M1 wires:
Bar = 20 um.
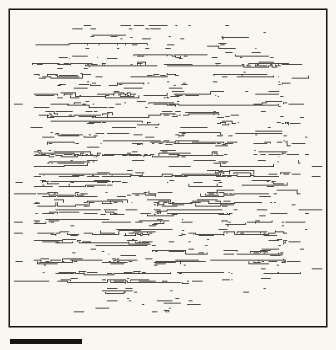
Signal wires on met2:
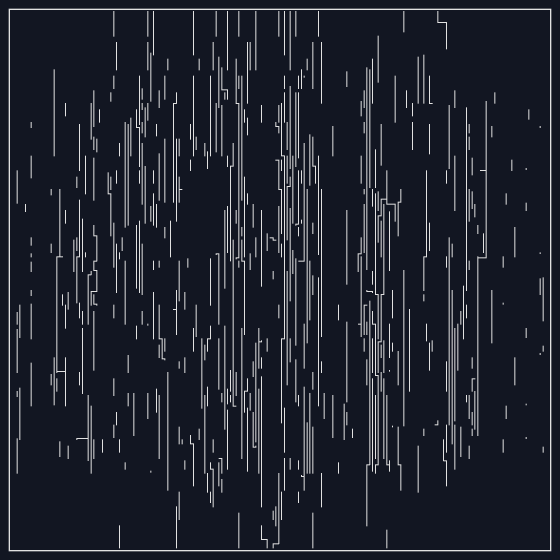
M3 wires:
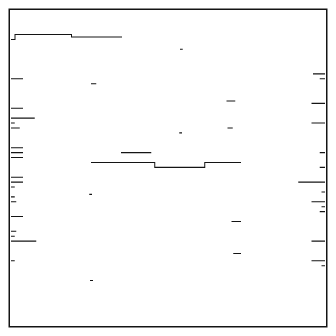
===== config.mk =====
export PLATFORM = sky130hd
export DESIGN_NAME = nibble_serial_adder
export DESIGN_NICKNAME = d
export VERILOG_FILES = /design/src/rtl/nibble_serial_adder.sv
export SDC_FILE = /design/constraint.sdc
export NUM_CORES = 1
export LEC_CHECK = 0
export ABC_CLOCK_PERIOD_IN_PS = 3400
export CELL_PAD_IN_SITES_DETAIL_PLACEMENT = 0
export CELL_PAD_IN_SITES_GLOBAL_PLACEMENT = 1
export CORE_UTILIZATION = 38
export DETAILED_ROUTE_END_ITERATION = 6
export PLACE_DENSITY_LB_ADDON = 0.25
export SETUP_SLACK_MARGIN = 0.05
export SLEW_MARGIN = 20
export SYNTH_ARGS = -nofsm -noshare
export SYNTH_HDL_FRONTEND = slang
export SYNTH_SLANG_ARGS = --single-unit

===== constraint.sdc =====
create_clock -name clk -period 3.4 [get_ports clk]
set_input_delay 0.68 -clock clk [delete_from_list [all_inputs] [get_ports clk]]
set_output_delay 0.68 -clock clk [all_outputs]
set_load 0.01 [all_outputs]

===== src/rtl/nibble_serial_adder.sv =====
`default_nettype none
// ============================================================================
// Module      : nibble_serial_adder (plus helper ripple_carry_adder_4bit)
// Description : Multi-cycle wide-operand adder. Latches A, B and carry-in on
//               an accepted start, then streams LSB-first nibbles through a
//               single 4-bit ripple-carry adder, one nibble per cycle, with
//               the carry held in a register between nibbles.
//               {c_out, sum} = A + B + c_in, W = 4*NIBBLES.
// Parameters  : NIBBLES - operand width in nibbles, legal range 2..8.
// Ports       : clk    - clock, all state changes on rising edge
//               rst    - synchronous active-high reset
//               start  - request, sampled only when not busy
//               a, b   - W-bit operands, sampled with accepted start
//               c_in   - carry-in, sampled with accepted start
//               busy   - high during the NIBBLES processing cycles
//               done   - one-cycle pulse when sum/c_out update
//               sum    - registered result, held until next done
//               c_out  - registered final carry, held with sum
//               ovf    - signed overflow (only with NIBBLE_ADDER_OVF_EN)
// Options     : NIBBLE_ADDER_OVF_EN - adds the registered ovf output.
// Revision    : 1.0 - initial release
// ============================================================================

// ----------------------------------------------------------------------------
// 4-bit ripple-carry adder: a + b + c_in -> {c_out, sum}. Purely combinational.
// ----------------------------------------------------------------------------
module ripple_carry_adder_4bit (
    input  logic [3:0] a,
    input  logic [3:0] b,
    input  logic       c_in,
    output logic [3:0] sum,
    output logic       c_out
);

    logic [4:0] w_c;

    assign w_c[0] = c_in;

    for (genvar i = 0; i < 4; i++) begin : g_bit
        assign sum[i]   = a[i] ^ b[i] ^ w_c[i];
        assign w_c[i+1] = (a[i] & b[i]) | (w_c[i] & (a[i] ^ b[i]));
    end

    assign c_out = w_c[4];

endmodule

// ----------------------------------------------------------------------------
// Top level
// ----------------------------------------------------------------------------
module nibble_serial_adder #(
    parameter int NIBBLES = 4
) (
    input  logic                   clk,
    input  logic                   rst,
    input  logic                   start,
    input  logic [4*NIBBLES-1:0]   a,
    input  logic [4*NIBBLES-1:0]   b,
    input  logic                   c_in,
    output logic                   busy,
    output logic                   done,
    output logic [4*NIBBLES-1:0]   sum,
    output logic                   c_out
`ifdef NIBBLE_ADDER_OVF_EN
    ,
    output logic                   ovf
`endif
);

    localparam int              c_w    = 4 * NIBBLES;
    localparam int              c_cw   = $clog2(NIBBLES);
    localparam logic [c_cw-1:0] c_last = c_cw'(NIBBLES - 1);

    typedef enum logic [1:0] {
        S_IDLE = 2'd0,
        S_RUN  = 2'd1,
        S_DONE = 2'd2
    } state_t;

    state_t          r_state;
    logic [c_w-1:0]  r_a;
    logic [c_w-1:0]  r_b;
    logic            r_carry;
    logic [c_cw-1:0] r_cnt;
    logic [3:0]      r_acc [NIBBLES];

    logic [3:0]      w_a_nibs [NIBBLES];
    logic [3:0]      w_b_nibs [NIBBLES];
    logic [3:0]      w_a_nib;
    logic [3:0]      w_b_nib;
    logic [3:0]      w_nsum;
    logic            w_ncout;
    logic [c_w-1:0]  w_acc_final;
    logic            w_accept;

    // Split latched operands into nibbles so the active one can be selected
    // by the counter. The final-result view merges the nibble being written
    // this cycle with the ones already in the accumulator, because the last
    // adder output lands in sum on the same edge that enters DONE.
    for (genvar i = 0; i < NIBBLES; i++) begin : g_nib
        localparam logic [c_cw-1:0] c_idx = c_cw'(i);
        assign w_a_nibs[i]          = r_a[4*i +: 4];
        assign w_b_nibs[i]          = r_b[4*i +: 4];
        assign w_acc_final[4*i +: 4] = (r_cnt == c_idx) ? w_nsum : r_acc[i];
    end

    assign w_a_nib = w_a_nibs[r_cnt];
    assign w_b_nib = w_b_nibs[r_cnt];

    ripple_carry_adder_4bit u_rca (
        .a     (w_a_nib),
        .b     (w_b_nib),
        .c_in  (r_carry),
        .sum   (w_nsum),
        .c_out (w_ncout)
    );

    // New work is taken only when not busy; DONE accepts for back-to-back.
    assign w_accept = start && ((r_state == S_IDLE) || (r_state == S_DONE));

    always_ff @(posedge clk) begin
        if (rst) begin
            r_state <= S_IDLE;
            r_a     <= '0;
            r_b     <= '0;
            r_carry <= 1'b0;
            r_cnt   <= '0;
            for (int i = 0; i < NIBBLES; i++) begin
                r_acc[i] <= 4'h0;
            end
            busy    <= 1'b0;
            done    <= 1'b0;
            sum     <= '0;
            c_out   <= 1'b0;
`ifdef NIBBLE_ADDER_OVF_EN
            ovf     <= 1'b0;
`endif
        end else begin
            case (r_state)
                S_IDLE, S_DONE: begin
                    done <= 1'b0;
                    if (w_accept) begin
                        r_a     <= a;
                        r_b     <= b;
                        r_carry <= c_in;
                        r_cnt   <= '0;
                        busy    <= 1'b1;
                        r_state <= S_RUN;
                    end else begin
                        busy    <= 1'b0;
                        r_state <= S_IDLE;
                    end
                end

                S_RUN: begin
                    r_acc[r_cnt] <= w_nsum;
                    r_carry      <= w_ncout;
                    if (r_cnt == c_last) begin
                        busy    <= 1'b0;
                        done    <= 1'b1;
                        sum     <= w_acc_final;
                        c_out   <= w_ncout;
`ifdef NIBBLE_ADDER_OVF_EN
                        // Top nibble's sum bit 3 is the result sign bit.
                        ovf     <= (r_a[c_w-1] == r_b[c_w-1]) &&
                                   (w_nsum[3] != r_a[c_w-1]);
`endif
                        r_state <= S_DONE;
                    end else begin
                        r_cnt   <= r_cnt + 1'b1;
                    end
                end

                default: begin
                    busy    <= 1'b0;
                    done    <= 1'b0;
                    r_state <= S_IDLE;
                end
            endcase
        end
    end

endmodule
`default_nettype wire


==> results.json <==
{
  "clkSinkCount": 68,
  "crit_chain": "mux4_2 -> inv_1 -> fa_1 -> inv_1 -> fa_1 -> fa_1 -> inv_1 -> fa_1 -> nor2_1",
  "synthAdderAreaFrac": 0.0334,
  "drt_pass1_iterations": 6,
  "holdPathEnd": "r_a[13]$_SDFFE_PP0P_",
  "min_from": "r_a[13]$_SDFFE_PP0P_",
  "power_density_nw_per_um2": 519,
  "reg2regPathDepth": 9,
  "timing.rr.end": "r_acc[2][3]$_SDFFCE_PN0P_",
  "crit_arrival_ns": 3.12,
  "cts_setup_buffers": 0,
  "cp.depth": 9,
  "yosys-stat-area_um2": 2770,
  "die_width_um": 87.4,
  "rr_startpoint": "r_cnt[1]$_SDFFE_PP0P_",
  "grt_antenna_before_repair": 0,
  "dieHeight_um": 87.4,
  "p_comb_frac": 0.098,
  "maxCapViolCount": 0,
  "synthToLayoutAreaGrowth_pct": 29.2,
  "syn-num-nets": 337,
  "worst_ep_required_time_ns": 3.59,
  "place_inst": 430,
  "drc": 0,
  "hpwl_um": 3860,
  "overflow": 0,
  "num_antenna_cells": 0,
  "r2r_slack_ns": 0.47,
  "cp-start-kind": "flop",
  "clock_latency_ns": 0.34,
  "cts_buffers": 9,
  "ys_seq_frac": 0.535,
  "syn_inst": 296,
  "layoutNonFillerInstCount": 446,
  "fin_worst_skew_ns": 0.00720,
  "xor_area_frac": 0,
  "finalSetupViolCount": 0,
  "synthesis.area_um2": 2770,
  "cp_num_buf_inv": 3,
  "seq_power_share": 0.471,
  "nets": 386,
  "power.total_mw": 1.86,
  "rsz0062_at_grt": "no",
  "slew_headroom": 0.531,
  "aoi_share": 0.112,
  "fin_crit_ns": 2.93,
  "p_leak_nw": 1.28,
  "ant_nets": 0,
  "p_comb_mw": 0.182,
  "core_um2": 6910,
  "fin_crit_sh": 0.861,
  "path_max_fanout": 12,
  "clock-root-buffer": "clkbuf_8",
  "wire_per_inst_um": 12.4,
  "grt_usage": 0.164,
  "whs_ns": 0.450,
  "rows": 30,
  "status": "finished clean",
  "cpLargestDelayFamily": "adder cells"
}
Notes on 'M1 wires' above:
nets with wire on the layer = 348
main direction = horizontal
share of all routed wire = 45%
longest straight run = 27.6 um
GR met1 Demand/Resource: 0.198
DRT Wirelength: 5510 um
DR vias: 2097

Notes on 'signal wires on met2' above:
wire length on this layer = 2720 um
nets with wire on the layer = 299
share of all routed wire = 49%
longest straight run = 32.6 um
GR Layer Usage met2: 0.273

Notes on 'M3 wires' above:
longest straight run = 17.5 um
nets with wire on the layer = 35
met3 usage: 0.0294

## state kept, by name, summed over array words and instances, names as in the netlist
register,count
r_carry,1
c_out,1
r_acc,12
busy,1
r_b,16
sum,16
r_a,16
r_cnt,2
r_state,2
done,1
## per-layer routing
layer / routed length, um / global-route usage
met5: 0 / 0
met4: 118 / 0.0969
met3: 172 / 0.0294
met2: 2720 / 0.273
met1: 2500 / 0.198
## layout make-up
cell class / count / area (um2) / area share
clock inverters: 5 / 98.8 / 0.0276
multi-input cells: 199 / 1140 / 0.318
inverters: 9 / 33.8 / 0.00944
clock buffers: 11 / 141 / 0.0395
repair buffers: 58 / 566 / 0.158
flip-flops and latches: 68 / 1480 / 0.414
well taps: 96 / 120 / 0.0336
## tightest hold or removal path, stage by stage (launching register included)
cell     delay (ns)
dfxtp_1        0.31
nand2_1        0.05
a21oi_1        0.05
## synthesized netlist by cell type
library cell / n / area share
nand2_1: 94 / 0.13
dfxtp_1: 56 / 0.40
a21oi_1: 49 / 0.089
nor2_1: 19 / 0.026
edfxtp_1: 12 / 0.13
inv_1: 9 / 0.012
buf_2: 8 / 0.014
mux4_2: 8 / 0.065
clkbuf_1: 6 / 0.0081
fa_1: 4 / 0.029
nand2b_1: 4 / 0.0090
a211oi_2: 3 / 0.014
buf_4: 3 / 0.0081
buf_6: 3 / 0.012
nand3_1: 3 / 0.0054
and3b_1: 2 / 0.0063
nor2b_1: 2 / 0.0045
nor3_1: 2 / 0.0036
nor3b_1: 2 / 0.0054
a2111oi_2: 1 / 0.0054
and2b_1: 1 / 0.0027
ha_1: 1 / 0.0045
nand3b_1: 1 / 0.0027
nand4b_1: 1 / 0.0032
o31ai_2: 1 / 0.0045
or3b_1: 1 / 0.0032
